==> src/rtl/mac_vector_engine.sv <==
`default_nettype none
// ============================================================================
// Module   : mac_vector_engine
// Purpose  : Serially loads a data vector and a weight vector, computes their
//            signed or unsigned dot product, then overwrites or accumulates it
//            into a wide accumulator. The accumulator is streamed out LSB chunk
//            first under a valid/ready handshake.
// Ports    : clk, rst_n (sync, active-low)
//            in_data/in_valid/in_sel  - element loader (IDLE only)
//            start/acc_clear/signed_mode - compute launch and its modes
//            out_data/out_valid/out_ready/out_last - result chunk stream
//            busy - high whenever the engine is not IDLE
// Revision : 1.0 - initial release
// ============================================================================
module mac_vector_engine #(
  parameter int LANES = 4,
  parameter int DW    = 8,
  parameter int ACC_W = 24,
  parameter int OUT_W = 8
) (
  input  logic             clk,
  input  logic             rst_n,
  input  logic [DW-1:0]    in_data,
  input  logic             in_valid,
  input  logic             in_sel,
  input  logic             start,
  input  logic             acc_clear,
  input  logic             signed_mode,
  output logic [OUT_W-1:0] out_data,
  output logic             out_valid,
  input  logic             out_ready,
  output logic             out_last,
  output logic             busy
);

  localparam int NCHUNK = (ACC_W + OUT_W - 1) / OUT_W;
  localparam int PAD_W  = NCHUNK * OUT_W;
  localparam int IDX_W  = (NCHUNK > 1) ? $clog2(NCHUNK) : 1;
  localparam int PW     = 2 * DW;
  localparam logic [IDX_W-1:0] C_LAST_IDX = IDX_W'(NCHUNK - 1);

  typedef enum logic [1:0] {
    S_IDLE = 2'd0,
    S_MUL  = 2'd1,
    S_ACC  = 2'd2,
    S_OUT  = 2'd3
  } state_t;

  state_t r_state;
  state_t w_state_next;

  logic [DW-1:0]    r_data   [LANES];
  logic [DW-1:0]    r_weight [LANES];
  logic [PW-1:0]    r_prod   [LANES];
  logic [PW-1:0]    w_prod   [LANES];
  logic [ACC_W-1:0] r_acc;
  logic [ACC_W-1:0] w_sum;
  logic [PAD_W-1:0] w_acc_pad;
  logic [IDX_W-1:0] r_idx;
  logic             r_signed;
  logic             r_clear;

  logic w_load;
  logic w_start;
  logic w_xfer;

  assign w_load  = (r_state == S_IDLE) && in_valid;
  assign w_start = (r_state == S_IDLE) && start;
  assign w_xfer  = (r_state == S_OUT) && out_ready;

  // Each lane multiplies 2*DW-bit extended operands and keeps the low 2*DW
  // bits; that truncation is exact for both two's-complement and unsigned.
  generate
    for (genvar g = 0; g < LANES; g++) begin : g_lane
      logic [PW-1:0] w_a_ext;
      logic [PW-1:0] w_b_ext;
      assign w_a_ext  = {{DW{r_signed & r_data[g][DW-1]}},   r_data[g]};
      assign w_b_ext  = {{DW{r_signed & r_weight[g][DW-1]}}, r_weight[g]};
      assign w_prod[g] = w_a_ext * w_b_ext;
    end
  endgenerate

  // Adder tree over the registered products, each extended to ACC_W.
  always_comb begin
    w_sum = '0;
    for (int i = 0; i < LANES; i++) begin
      w_sum = w_sum + {{(ACC_W-PW){r_signed & r_prod[i][PW-1]}}, r_prod[i]};
    end
  end

  // Zero-padding above ACC_W lets the final chunk be a plain part-select.
  assign w_acc_pad = PAD_W'(r_acc);

  always_ff @(posedge clk) begin
    if (!rst_n) begin
      r_state <= S_IDLE;
    end else begin
      r_state <= w_state_next;
    end
  end

  always_comb begin
    w_state_next = r_state;
    out_valid    = 1'b0;
    out_last     = 1'b0;
    out_data     = '0;
    busy         = (r_state != S_IDLE);
    case (r_state)
      S_IDLE: if (w_start) w_state_next = S_MUL;
      S_MUL:  w_state_next = S_ACC;
      S_ACC:  w_state_next = S_OUT;
      S_OUT: begin
        out_valid = 1'b1;
        out_last  = (r_idx == C_LAST_IDX);
        out_data  = w_acc_pad[r_idx*OUT_W +: OUT_W];
        if (out_ready && (r_idx == C_LAST_IDX)) w_state_next = S_IDLE;
      end
      default: w_state_next = S_IDLE;
    endcase
  end

  always_ff @(posedge clk) begin
    if (!rst_n) begin
      for (int i = 0; i < LANES; i++) begin
        r_data[i]   <= '0;
        r_weight[i] <= '0;
        r_prod[i]   <= '0;
      end
      r_acc    <= '0;
      r_idx    <= '0;
      r_signed <= 1'b0;
      r_clear  <= 1'b0;
    end else begin
      // Shift register load: lane 0 takes the new element.
      if (w_load) begin
        if (in_sel) begin
          for (int i = LANES-1; i > 0; i--) r_weight[i] <= r_weight[i-1];
          r_weight[0] <= in_data;
        end else begin
          for (int i = LANES-1; i > 0; i--) r_data[i] <= r_data[i-1];
          r_data[0] <= in_data;
        end
      end

      if (w_start) begin
        r_signed <= signed_mode;
        r_clear  <= acc_clear;
      end

      if (r_state == S_MUL) begin
        for (int i = 0; i < LANES; i++) r_prod[i] <= w_prod[i];
      end

      if (r_state == S_ACC) begin
        r_acc <= r_clear ? w_sum : (r_acc + w_sum);
        r_idx <= '0;
      end

      if (w_xfer && (r_idx != C_LAST_IDX)) begin
        r_idx <= r_idx + 1'b1;
      end
    end
  end

endmodule
`default_nettype wire

==> config.mk <==
export PLATFORM = sky130hd
export DESIGN_NAME = mac_vector_engine
export DESIGN_NICKNAME = d
export VERILOG_FILES = /design/src/rtl/mac_vector_engine.sv
export SDC_FILE = /design/constraint.sdc
export NUM_CORES = 1
export LEC_CHECK = 0
export ABC_AREA = 0
export CORE_ASPECT_RATIO = 0.7
export CORE_MARGIN = 1
export CORE_UTILIZATION = 50
export CTS_BUF_LIST = sky130_fd_sc_hd__clkbuf_2 sky130_fd_sc_hd__clkbuf_4 sky130_fd_sc_hd__clkbuf_8
export DETAILED_ROUTE_END_ITERATION = 10
export GPL_TIMING_DRIVEN = 0
export PLACE_DENSITY = 0.66
export SKIP_LAST_GASP = 1
export SLEW_MARGIN = 10
export SYNTH_ARGS = -nofsm -noshare
export SYNTH_HDL_FRONTEND = slang
export SYNTH_SLANG_ARGS = --single-unit
==> constraint.sdc <==
create_clock -name clk -period 6.6 [get_ports clk]
set_input_delay 1.32 -clock clk [delete_from_list [all_inputs] [get_ports clk]]
set_output_delay 1.32 -clock clk [all_outputs]
set_load 0.01 [all_outputs]
Zoomed window:
Window x 170 to 190, y 116 to 136 µm. Cells in grey, sequential cells in the stronger grey; small squares are vias.
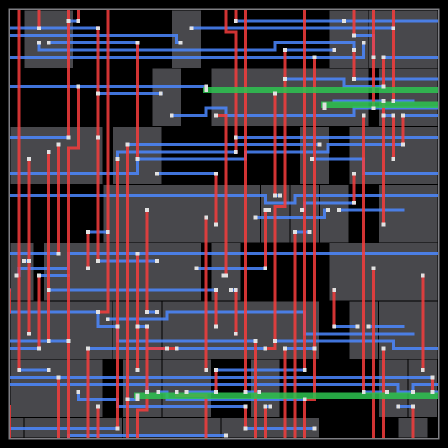
layer	colour
met2	red
met3	green
met1	blue
most frequent	inv_1 (11), fa_1 (8), and2_1 (4)
sequential cells in the window	0
cells with their middle in the window	27

I/O nets highlighted:
Scale: 1.5 px per µm.
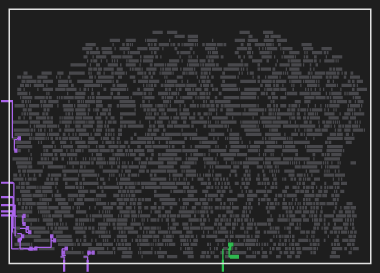
port	colour	bits	direction	end cells	buffers	wire
`in_sel`	green	1	input	3	1	20.3 µm
`in_data`	purple	8	input	16	8	248 µm
I/O Pins: 27
port bufs: 25

Signal wires by layer:
Scale: 2 px per µm. Only two layers are drawn.
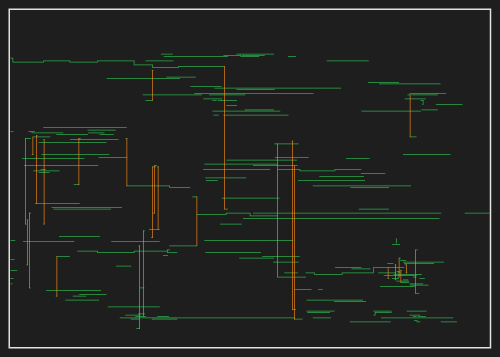
layer	colour	wire length
met4	orange	843 µm
met3	green	2830 µm
wire per inst: 17.81 µm
Global Route Usage Sum: 0.2483

==> impl_metrics.yaml <==
# yosys + openroad results
logic_synthesis:
  yosys-top-cells-count: "378 x inv_1, 288 x fa_1, 196 x nand2_1"
  ys_types: 60
  postSynthSeqShare: 0.2243
  top_cell: "inv_1"
  ys_cells: 2044
  syn_area_per_cell_um2: 9.694
  ff_type: "edfxtp_1"
  syn_inst: 2044
  top_area_frac: 0.2910
  yosysWarnings: 0
  syn-num-nets: 2531
  synth-seq-cells: 158
setup_path:
  start_kind: "register"
  endpoint_kind: "register"
  r2r-end: "r_prod[2][15]$_SDFFCE_PN0P_"
  worstPathMaxFanout: 10
  worstPathArrival_ps: 6570
  crit_type: "reg2reg"
  cp_data_required_time_ps: 6840
  r2r_slack_ps: 270
  ff2ff_path_depth: 20
power:
  p_leak_uw: 0.009638
  ir_drop_mv: 0.3915
clock_tree:
  post_cts_buffers: 0
  clkSinkCount: 158
  hold_buffers: 0
  cts.clk_slew.worst_paths_ps: 110
  cts_tree: "yes"
  htreeDepth: 4
  numCtsBuffers: 17
  clockRootBuffer: "clkbuf_8"
  cts_resized: 5
  clk_latency_ps: 510
sta:
  worstMarginPinSlew_ps: 973.7
  worst_clock_skew_ps: 19.98
  rsz0062_at_grt: "no"
  max_freq_mhz: 157.9
  maxSlewViolCount: 0
  min_period_ps: 6333
  fin_crit_sh: 0.9595
die:
  die_w_um: 239.9
  fp_util: 0.5115
  dieArea_um2: 40440
  fp.dieH_um: 168.6
  core_region_area_um2: 38740
detailed_routing:
  vias_per_cell: 5.280
  wirelength_mm: 46.82
  firstDrtPassIters: 6
  drcViolationCount: 0
  final_antenna_net_count: 0
min_path:
  hp-class: "reg2reg"
  whs_endpoint: "r_acc[10]$_SDFFE_PN0P_"
  hp-start: "r_acc[10]$_SDFFE_PN0P_"
run_status:
  outcome: "finished, final reports clean"
global_route:
  grt_pass1_wl_mm: 76.78
  grt.overflow.total: 0
  grt_pass1_vias: 14590
  grt_max_degree: 65
  grtUsageMet3: 0.04827
flow_run:
  warning_count: 33
  drv_cap: 0
cells_and_area:
  finalNetCount: 2577
  drive_above_1_share: 0.04091
  design_area_um2: 21200
  diodes: 0
## worst max-delay path by stage
stage	start	endpoint	slack, ps	depth (start not counted)
after floorplan	r_signed$_SDFFE_PN0P_	r_prod[3][15]$_SDFFCE_PN0P_	1340	20
after global placement	r_signed$_SDFFE_PN0P_	r_prod[2][15]$_SDFFCE_PN0P_	-810	20
after detailed placement	r_signed$_SDFFE_PN0P_	r_prod[2][15]$_SDFFCE_PN0P_	-820	20
after CTS	r_signed$_SDFFE_PN0P_	r_prod[2][15]$_SDFFCE_PN0P_	100	20
after global routing	r_signed$_SDFFE_PN0P_	r_prod[2][15]$_SDFFCE_PN0P_	20	20
final	r_signed$_SDFFE_PN0P_	r_prod[2][15]$_SDFFCE_PN0P_	270	20
## metal layers
layer	wire, µm	part of all wire
met1	22970	0.49
met2	20180	0.43
met3	2826	0.060
met4	843	0.018
met5	0	0
## worst max-delay path, cell delays in order (launching register included)
cell and delay, ps:
dfxtp_2 560, clkbuf_4 380, nand2_1 280, or2_2 380
fa_1 460, fa_1 490, inv_1 50, fa_1 480
fa_1 500, inv_1 50, fa_1 490, inv_1 40
ha_1 290, a21oi_1 100, o21bai_1 150, a21oi_1 110
o21ai_0 330, a21o_1 210, a21oi_1 80, xnor2_1 530
nor2_1 90
## layout make-up
cell class | count | area (µm²)
fill | 3513 | 17540
multi-input combinational | 1422 | 13610
sequential | 158 | 4446
inverter | 379 | 1423
tap | 527 | 659.4
buffer | 85 | 377.9
timing repair buffer | 27 | 297.8
clock buffer | 17 | 234.0
clock inverter | 14 | 148.9
## layout by cell type, fill, tap and decap left out, types with 9 or more instances in the layout
master / n
a21o_1: 21
a21oi_1: 78
and2_1: 189
and3_1: 51
clkbuf_1: 76
clkbuf_8: 19
clkdlybuf4s50_1: 25
dfxtp_1: 29
edfxtp_1: 128
fa_1: 288
ha_1: 183
inv_1: 378
mux2i_1: 17
nand2_1: 195
nand2b_1: 9
nand3_1: 25
nor2_1: 82
nor3_1: 13
o21ai_0: 42
o21bai_1: 16
or2_2: 30
xnor2_1: 87
xor2_1: 14
## sequential cells by signal, summed over array words and instances, names as in the netlist
register  count
r_prod       64
r_data       32
r_weight     32
r_acc        24
r_idx         2
r_state       2
r_clear       1
r_signed      1
## where the power goes
group          internal [µW]  switching, µW
Clock                    310            443
Sequential              1390            192
Combinational           3030           4380
Total                   4730           5010
## per-stage QoR
| stage | hold slack, ps | util | setup slack, ps | std cells | total power (µW) |
|---|---|---|---|---|---|
| 2_1_floorplan | 476.4 | - | 1336 | 2044 | 7206 |
| 3_3_place_gp | 492.9 | 0.5350 | -808.0 | 2596 | 8712 |
| 3_5_place_dp | 495.5 | 0.5369 | -819.5 | 2598 | 8902 |
| 4_1_cts | 509.9 | 0.5471 | 99.82 | 2629 | 9709 |
| 5_1_grt | 539.8 | 0.5472 | 19.56 | 2629 | 10730 |
| 6_report | 508.7 | 0.5472 | 267.4 | 2629 | 9742 |
## cells by family after synthesis
kind of cell	count (synthesis)	synth area share
DFF	158	0.2243
xor gates and xnor gates	101	0.04465
and+or+nand+nor	613	0.1569
adders and majority gates	471	0.4065
AOI/OAI and AO/OA	220	0.06896
muxes	17	0.008588
buffers and inverters	464	0.09011
Power is estimated from default activity; no workload was simulated.
